[src/rtl/kanagawa_hal_fifo_stream_reader_if.sv]
// Stream-reader bundle: show-ahead FIFO consumer side (empty/rden/data) plus valid/ready output stream.
// slave = the reader block, master = the environment that drives the FIFO and consumer sides.
interface kanagawa_hal_fifo_stream_reader_if #(
  parameter int WIDTH = 32
);
  logic             empty_in;
  logic             rden_out;
  logic [WIDTH-1:0] data_in;
  logic             valid_out;
  logic             ready_in;
  logic [WIDTH-1:0] data_out;
  logic [1:0]       occupancy_out;

  modport slave (
    input  empty_in, data_in, ready_in,
    output rden_out, valid_out, data_out, occupancy_out
  );

  modport master (
    output empty_in, data_in, ready_in,
    input  rden_out, valid_out, data_out, occupancy_out
  );
endinterface

[src/rtl/kanagawa_hal_fifo_stream_reader.sv]
// Pops a show-ahead FIFO into a 2-entry buffer and serves it as a registered valid/ready stream;
// rden_out never depends on ready_in. Optional counters under KANAGAWA_FIFO_READER_STATS_EN.
module kanagawa_hal_fifo_stream_reader #(
  parameter int WIDTH       = 32,
  parameter int STATS_WIDTH = 32
) (
  input  logic clk,
  input  logic rst,
  kanagawa_hal_fifo_stream_reader_if.slave bus
`ifdef KANAGAWA_FIFO_READER_STATS_EN
  ,
  output logic [STATS_WIDTH-1:0] xfer_count_out,
  output logic [STATS_WIDTH-1:0] stall_count_out
`endif
);

  if (WIDTH < 1 || STATS_WIDTH < 1) begin : g_bad_param
    $error("kanagawa_hal_fifo_stream_reader: WIDTH and STATS_WIDTH must be >= 1");
  end

  logic [1:0]       count_q, count_d, count_after_pop;
  logic             valid_q;
  logic [WIDTH-1:0] slot0_q, slot0_d;
  logic [WIDTH-1:0] slot1_q, slot1_d;
  logic             push;
  logic             pop;

  assign pop  = valid_q && bus.ready_in;
  // Only local state gates the pop, keeping consumer timing off the FIFO read path.
  assign push = !rst && !bus.empty_in && (count_q < 2'd2);

  always_comb begin
    count_after_pop = count_q - {1'b0, pop};
    slot0_d         = pop ? slot1_q : slot0_q;
    slot1_d         = slot1_q;
    if (push) begin
      if (count_after_pop == 2'd0) begin
        slot0_d = bus.data_in;
      end else begin
        slot1_d = bus.data_in;
      end
    end
    count_d = count_after_pop + {1'b0, push};
  end

  always_ff @(posedge clk or posedge rst) begin
    if (rst) begin
      count_q <= 2'd0;
      valid_q <= 1'b0;
      slot0_q <= '0;
      slot1_q <= '0;
    end else begin
      count_q <= count_d;
      valid_q <= (count_d != 2'd0);
      slot0_q <= slot0_d;
      slot1_q <= slot1_d;
    end
  end

  assign bus.rden_out      = push;
  assign bus.valid_out     = valid_q;
  assign bus.data_out      = slot0_q;
  assign bus.occupancy_out = count_q;

`ifdef KANAGAWA_FIFO_READER_STATS_EN
  logic [STATS_WIDTH-1:0] xfer_q, xfer_d;
  logic [STATS_WIDTH-1:0] stall_q, stall_d;

  always_comb begin
    xfer_d  = xfer_q;
    stall_d = stall_q;
    if (pop && (xfer_q != {STATS_WIDTH{1'b1}})) begin
      xfer_d = xfer_q + 1'b1;
    end
    if (valid_q && !bus.ready_in && (stall_q != {STATS_WIDTH{1'b1}})) begin
      stall_d = stall_q + 1'b1;
    end
  end

  always_ff @(posedge clk or posedge rst) begin
    if (rst) begin
      xfer_q  <= '0;
      stall_q <= '0;
    end else begin
      xfer_q  <= xfer_d;
      stall_q <= stall_d;
    end
  end

  assign xfer_count_out  = xfer_q;
  assign stall_count_out = stall_q;
`endif

  a_no_pop_when_empty: assert property (@(posedge clk) disable iff (rst)
    !(bus.rden_out && bus.empty_in));
  a_count_range: assert property (@(posedge clk) disable iff (rst)
    count_q <= 2'd2);
  a_data_stable: assert property (@(posedge clk) disable iff (rst)
    (bus.valid_out && !bus.ready_in) |=> $stable(bus.data_out));

endmodule

[src/flat_wrapper.sv]
// flat-port wrapper written by rule: the top's interface ports become plain ports
module kanagawa_hal_fifo_stream_reader_flat 
#(
  parameter int WIDTH       = 32,
  parameter int STATS_WIDTH = 32
)
  (clk, rst, bus_empty_in, bus_data_in, bus_ready_in, bus_rden_out, bus_valid_out, bus_data_out, bus_occupancy_out);
  kanagawa_hal_fifo_stream_reader_if #(.WIDTH(WIDTH)) bus_i ();
  input  logic clk;
  input  logic rst;
  input wire logic [$bits(bus_i.empty_in)-1:0] bus_empty_in;
  input wire logic [$bits(bus_i.data_in)-1:0] bus_data_in;
  input wire logic [$bits(bus_i.ready_in)-1:0] bus_ready_in;
  output wire logic [$bits(bus_i.rden_out)-1:0] bus_rden_out;
  output wire logic [$bits(bus_i.valid_out)-1:0] bus_valid_out;
  output wire logic [$bits(bus_i.data_out)-1:0] bus_data_out;
  output wire logic [$bits(bus_i.occupancy_out)-1:0] bus_occupancy_out;
  assign bus_i.empty_in = bus_empty_in;
  assign bus_i.data_in = bus_data_in;
  assign bus_i.ready_in = bus_ready_in;
  assign bus_rden_out = bus_i.rden_out;
  assign bus_valid_out = bus_i.valid_out;
  assign bus_data_out = bus_i.data_out;
  assign bus_occupancy_out = bus_i.occupancy_out;
  kanagawa_hal_fifo_stream_reader #(.WIDTH(WIDTH), .STATS_WIDTH(STATS_WIDTH)) u_core (.clk(clk), .rst(rst), .bus(bus_i));
endmodule
[config.mk]
export PLATFORM = sky130hd
export DESIGN_NAME = kanagawa_hal_fifo_stream_reader_flat
export DESIGN_NICKNAME = d
export VERILOG_FILES = /design/src/rtl/kanagawa_hal_fifo_stream_reader_if.sv /design/src/rtl/kanagawa_hal_fifo_stream_reader.sv /design/src/flat_wrapper.sv
export SDC_FILE = /design/constraint.sdc
export NUM_CORES = 1
export LEC_CHECK = 0
export ABC_AREA = 1
export CAP_MARGIN = 20
export CELL_PAD_IN_SITES_DETAIL_PLACEMENT = 0
export CELL_PAD_IN_SITES_GLOBAL_PLACEMENT = 2
export CORE_ASPECT_RATIO = 0.6
export CORE_MARGIN = 1.5
export CORE_UTILIZATION = 29
export CTS_BUF_LIST = sky130_fd_sc_hd__clkbuf_8
export DETAILED_ROUTE_END_ITERATION = 7
export GPL_TIMING_DRIVEN = 0
export PLACE_DENSITY_LB_ADDON = 0.1
export SETUP_SLACK_MARGIN = 0.2
export SLEW_MARGIN = 40
export SYNTH_ARGS = -nofsm -noshare
export SYNTH_HDL_FRONTEND = slang
export SYNTH_SLANG_ARGS = --single-unit
[constraint.sdc]
create_clock -name clk -period 2.8 [get_ports clk]
set_clock_uncertainty 0.1 [all_clocks]
set_input_delay 0.56 -clock clk [delete_from_list [all_inputs] [get_ports clk]]
set_output_delay 0.56 -clock clk [all_outputs]
set_load 0.05 [all_outputs]
**Run 1: clock routing**

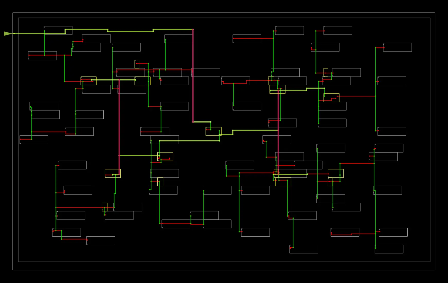
tally of clock buffers in the finished layout: 9
number of clock sinks: 67
CTS Buf Count: 9
insertion delay to the later sink of the worst-skew pair: 0.34 ns
power consumed by the clock network: 658 uW

**Run 1: power grid**

Pins as bars on the die edge.
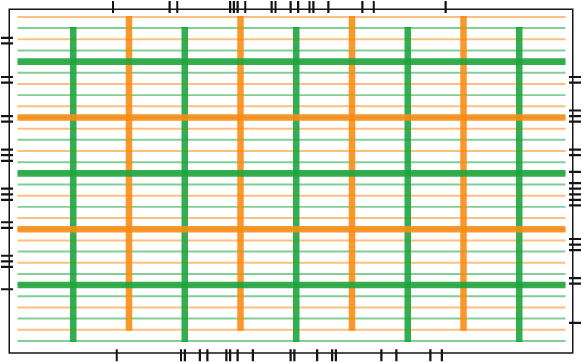
color	net
orange	VDD
green	VSS
rows	29
met4 straps	9
die extent in y: 83.3 microns
horizontal die dimension: 137 microns
worst vdd rail ir drop: 0.000606 V
core area: 10500 sq um

==> summary.txt, run 1 <==
impl run done, here's what came out: post-detailed-route via-to-cell ratio 4.15, setup-violating endpoint count in the final report 0, # Post-CTS Setup Buffers 0, critical path data arrival time 2.49 ns, Power Total 4.59 mW, worst setup path startpoint bus_ready_in, Detailed Routing Iterations Pass 1 6, OpenROAD warning count 26, area of combinational cells with multiple inputs 1140 sq um, number of instances in the synthesized netlist 400, number of I/O pins 72, Tcrit/Tclk final 0.850, nature of the critical path startpoint input pin, worst-case clock buffer depth 2, placed instance area 4030 sq um, Pins Over Slew Limit 0, HPWL Detailed 5.45 mm, classification of the worst setup path in2reg, achievable clock frequency 0.420 GHz, area of the mapped netlist 3120 sq um, worst slew pin tran 0.576 ns, type of destination of the critical path register, Root Buffer sky130_fd_sc_hd__clkbuf_8, Post-Route WL 7.99 mm, synth warn 0, total cells reported by yosys after synthesis 400, Antenna Diode Count 0, Min-Delay Startpoint u_core.slot1_q[14], type of the worst min-delay path reg2reg, static leakage 2.26 nW, nets@finish 520, time the worst path needs with I/O delays and setup 2.38 ns, number of distinct library cells after synthesis 17, status complete, no violations, Total Neg Setup Slack 0 ns, final instance count without filler cells 627, critical-path cell list clkdlybuf4s50_1, nand2_2, inv_1, clkbuf_4, ha_1, inv_1, nand3_2, buf_6, buf_6, nand2_1, o21ai_1, number of failing hold endpoints at the final stage 0, worst slew margin relative to its limit 0.616, Maximum Capacitance Violations 0, number of filler instances in the final layout 1125, smallest hold slack 0.382 ns, Setup Slack @ Placement -0.0875 ns, RSZ-0062 raised after global routing no, sequential element share of the synthesized area 0.538, fraction of final layout cells sized beyond drive strength 1 0.0984, clock transition at the registers of the reported paths 0.07 ns, stage delay of the slowest cell on the critical path 0.47 ns, DR WL/cell 12.7 microns
**Run 1: sequential cells grouped by signal name**

Other sequential cells in the stronger gray, the rest of the logic in the fainter gray.
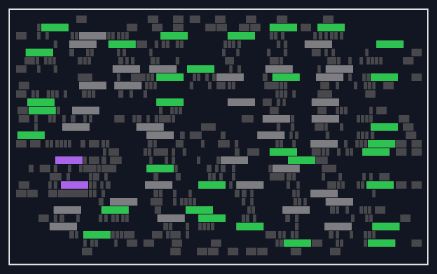
color	signal	flops
green	u_core.bus.data_out	32
purple	u_core.bus.occupancy_out	2

run 1: routing by layer:
metal / track usage / part of all wire
met5: 0 / 0
met4: 0.0383 / 0.011
met3: 0.0513 / 0.055
met2: 0.216 / 0.42
met1: 0.223 / 0.52
run 1: Yosys cell counts (all sizes together):
| cell type | number | area share |
|---|---|---|
| nand2 | 233 | 0.28 |
| dfrtp | 67 | 0.54 |
| inv | 42 | 0.051 |
| o21ai | 32 | 0.066 |
| buf | 15 | 0.040 |
| clkbuf | 4 | 0.0048 |
| nand3 | 3 | 0.0080 |
| nor2 | 2 | 0.0048 |
| ha | 1 | 0.0040 |
| nand4 | 1 | 0.0020 |
run 1: final cells by class:
type | count | share of cell area
clock inverters | 7 | 0.00717
multi-input cells | 272 | 0.273
well taps | 139 | 0.0416
clock buffers | 9 | 0.0296
inverters | 42 | 0.0389
repair buffers | 72 | 0.175
flip-flops and latches | 67 | 0.401
plain buffers | 19 | 0.0344
run 1: logic make-up after synthesis:
| family | share of synthesized area |
|---|---|
| simple gates | 0.296 |
| flops | 0.538 |
| compound gates | 0.0659 |
| fa+ha+maj | 0.00402 |
| buf+inv | 0.0956 |
run 1: state kept, by name, summed over array words and instances, names as in the netlist:
name                      cells
u_core.bus.valid_out          1
u_core.slot1_q               32
u_core.bus.occupancy_out      2
u_core.bus.data_out          32
run 1: power by group:
group,switching (mW),leakage (nW),internal [mW],total (mW)
logic,1.50,1.32,0.804,2.30
registers,0.235,0.846,1.39,1.63
clock network,0.354,0.0977,0.304,0.658
run 1: final timing paths:
kind / slack (ns) / end / cells past startpoint
worst max register to register: 0.68 / u_core.slot1_q[26] / 8
max in group asynchronous: 1.58 / u_core.slot1_q[13] / 3
worst max-delay path: 0.42 / u_core.slot1_q[30] / 11
min in group asynchronous: 0.52 / u_core.slot1_q[25] / 2
worst min-delay path: 0.38 / u_core.slot1_q[14] / 2
worst min register to register: 0.38 / u_core.slot1_q[14] / 2
run 1: worst max-delay path: cells and delay by family:
kind,cells,cell delay [ns]
adder cells (fa/ha/maj),1,0.28
AND-OR/OR-AND,1,0.06
buffers and inverters,6,1.31
AND/OR/NAND/NOR,3,0.26
run 1: timing repair:
action | CTS | global route
gates resized | 2 | 4
endpoints found under the setup margin | 1 | 9
hold buffers | 0 | 0
gates cloned | 0 | 0
## Run 2: what changed since run 1
--- a/config.mk
+++ b/config.mk
@@ -11,7 +11,7 @@
 export CELL_PAD_IN_SITES_GLOBAL_PLACEMENT = 2
 export CORE_ASPECT_RATIO = 0.6
 export CORE_MARGIN = 1.5
-export CORE_UTILIZATION = 29
+export CORE_UTILIZATION = 26
 export CTS_BUF_LIST = sky130_fd_sc_hd__clkbuf_8
 export DETAILED_ROUTE_END_ITERATION = 7
 export GPL_TIMING_DRIVEN = 0
==> constraint.sdc (replaced) <==
create_clock -name clk -period 1.97 [get_ports clk]
set_clock_uncertainty 0.1 [all_clocks]
set_input_delay 0.394 -clock clk [delete_from_list [all_inputs] [get_ports clk]]
set_output_delay 0.394 -clock clk [all_outputs]
set_load 0.05 [all_outputs]
**Run 2: logic cells by family**

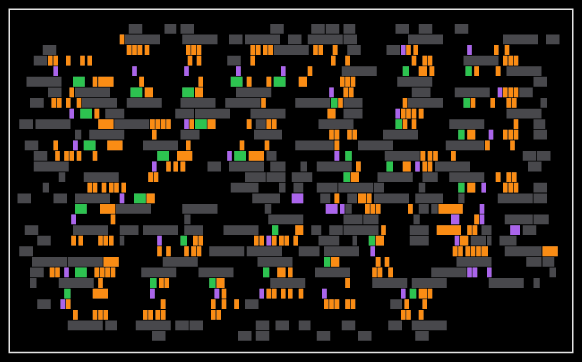
color	family	cells	most used
green	aoi and oai cells	32	o21ai_1
orange	nand cells	237	nand2_1
purple	inv cells	42	inv_1

**Run 2: clock routing**

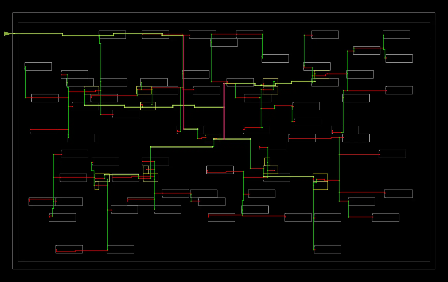
power consumed by the clock network: 1.08 mW
final sequential cell count: 67
insertion delay to the later sink of the worst-skew pair: 0.35 ns

==> run 2 against run 1 <==
Effect of this change: non-clock buffer count is 15 higher; count of clock-buffer cells in the layout increased by 3; register-to-register slack worse by 0.47 ns; wire length increased by 9.7%; total power rose by 53%; sequential share of layout area decreased by 3.9 points.
==> summary.txt, run 2 <==
impl run done, here's what came out: status complete, no violations, stage delay of the slowest cell on the critical path 0.45 ns, relative contribution of combinational cells to total power 0.507, CTS Buf Count 9, worst vdd rail ir drop 0.000430 V, relative contribution of the clock network to total power 0.154, family with the most delay on the worst path buffers and inverters, HPWL Detailed 5.83 mm, post-detailed-route via-to-cell ratio 4.05, setup-violating endpoint count in the final report 0, achievable clock frequency 0.562 GHz, horizontal die dimension 144 microns, clock transition at the registers of the reported paths 0.08 ns, Root Buffer sky130_fd_sc_hd__clkbuf_8, fraction of final layout cells sized beyond drive strength 1 0.215, synth warn 0, area of the mapped netlist 3120 sq um, Buffers & Inverters on Critical Path 4, number of I/O pins 72, critical path data arrival time 1.29 ns, core area 11500 sq um, reg2reg path depth 10, type of destination of the critical path primary output, number of enable-type register cells in the synthesized netlist 0, Power Total 7.01 mW, commonest cells in the netlist sky130_fd_sc_hd__nand2_1, sky130_fd_sc_hd__dfrtp_1, sky130_fd_sc_hd__inv_1, sky130_fd_sc_hd__o21ai_2, sky130_fd_sc_hd__o21ai_1, placed instance area 4160 sq um, commonest register cell after synthesis sky130_fd_sc_hd__dfrtp_1, die extent in y 87.8 microns, worst slew pin tran 0.522 ns, main area contributors sky130_fd_sc_hd__dfrtp_1, sky130_fd_sc_hd__nand2_1, sky130_fd_sc_hd__inv_1, critical-path cell list clkdlybuf4s50_1, inv_2, nand2_1, inv_1, buf_6, worst slew margin relative to its limit 0.652
**Run 2: layout detail**

Window x 11 to 61, y 38 to 88 microns. Cells in gray, sequential cells in the stronger gray; small squares are vias.
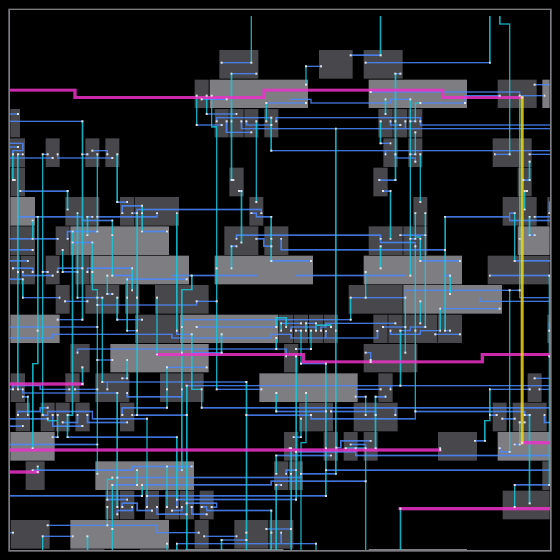
color	layer
cyan	M2
yellow	M4
blue	M1
magenta	M3
cells with their middle in the window	105
sequential cells in the window	14
most frequent	nand2_1 (48), dfrtp_1 (14)
netlist names of flops here include	u_core.slot1_q (9), u_core.bus.data_out (5)

==> run 2: cell families (layout without fill, tap and decap cells) <==
| kind of cell | after synthesis | count (layout) | synth area share |
|---|---|---|---|
| buffers and inverters | 61 | 163 | 0.0956 |
| DFF | 67 | 67 | 0.538 |
| and+or+nand+nor | 239 | 239 | 0.296 |
| AOI/OAI and AO/OA | 32 | 32 | 0.0659 |
| adders and majority gates | 1 | 1 | 0.00402 |
==> run 2: through the flow <==
step	setup TNS (ns)	std cells	utilization	setup slack, ns	hold slack, ns
2_1_floorplan	0	400	-	0.180	0.353
3_3_place_gp	-48.62	631	0.356	-0.541	0.368
3_5_place_dp	-22.94	634	0.362	-0.535	0.373
4_1_cts	0	653	0.381	0.0399	0.390
5_1_grt	0	662	0.404	0.145	0.0601
6_report	0	662	0.404	0.190	0.0418
==> run 2: routing by layer <==
metal	vias to the layer above	wire (microns)	global-route usage
li1	1393	-	-
met1	1222	4570	0.207
met2	61	3660	0.227
met3	5	483	0.0569
met4	0	51	0.0275
met5	-	0	0
==> run 2: layout make-up <==
type / count / area (sq um)
Buffer: 19 / 219
Clock buffer: 12 / 165
Clock inverter: 3 / 13.8
Fill cell: 1213 / 6840
Inverter: 42 / 174
Multi-Input combinational cell: 272 / 1280
Sequential cell: 67 / 1680
Tap cell: 160 / 200
Timing Repair Buffer: 87 / 913
==> run 2: repair_timing <==
item,4_1_cts,5_1_grt
buffers inserted,4,5
cloned,0,4
hold buffers,0,0
resized,62,80
pin swaps,1,5
setup endpoints to repair,101,89
==> run 2: worst max-delay path by stage <==
stage	start	end	slack, ns	depth (start not counted)
after floorplan	u_core.bus.valid_out	u_core.slot1_q[22]	0.18	10
after global placement	rst	bus_rden_out	-0.54	5
after detailed placement	rst	bus_rden_out	-0.54	5
after CTS	rst	bus_rden_out	0.04	5
after global routing	bus_empty_in	bus_rden_out	0.15	5
final	bus_empty_in	bus_rden_out	0.19	5
==> run 2: power by group through the flow <==
stage | clock network (mW) | logic (mW) | registers [mW]
after floorplan | 0 | 1.34 | 3.34
after global placement | 0 | 3.40 | 2.34
after detailed placement | 0 | 3.42 | 2.35
after CTS | 1.12 | 3.32 | 2.32
after global routing | 1.19 | 3.90 | 2.45
final | 1.08 | 3.55 | 2.37
No activity file was given, so power comes from the tool's default toggle rates.
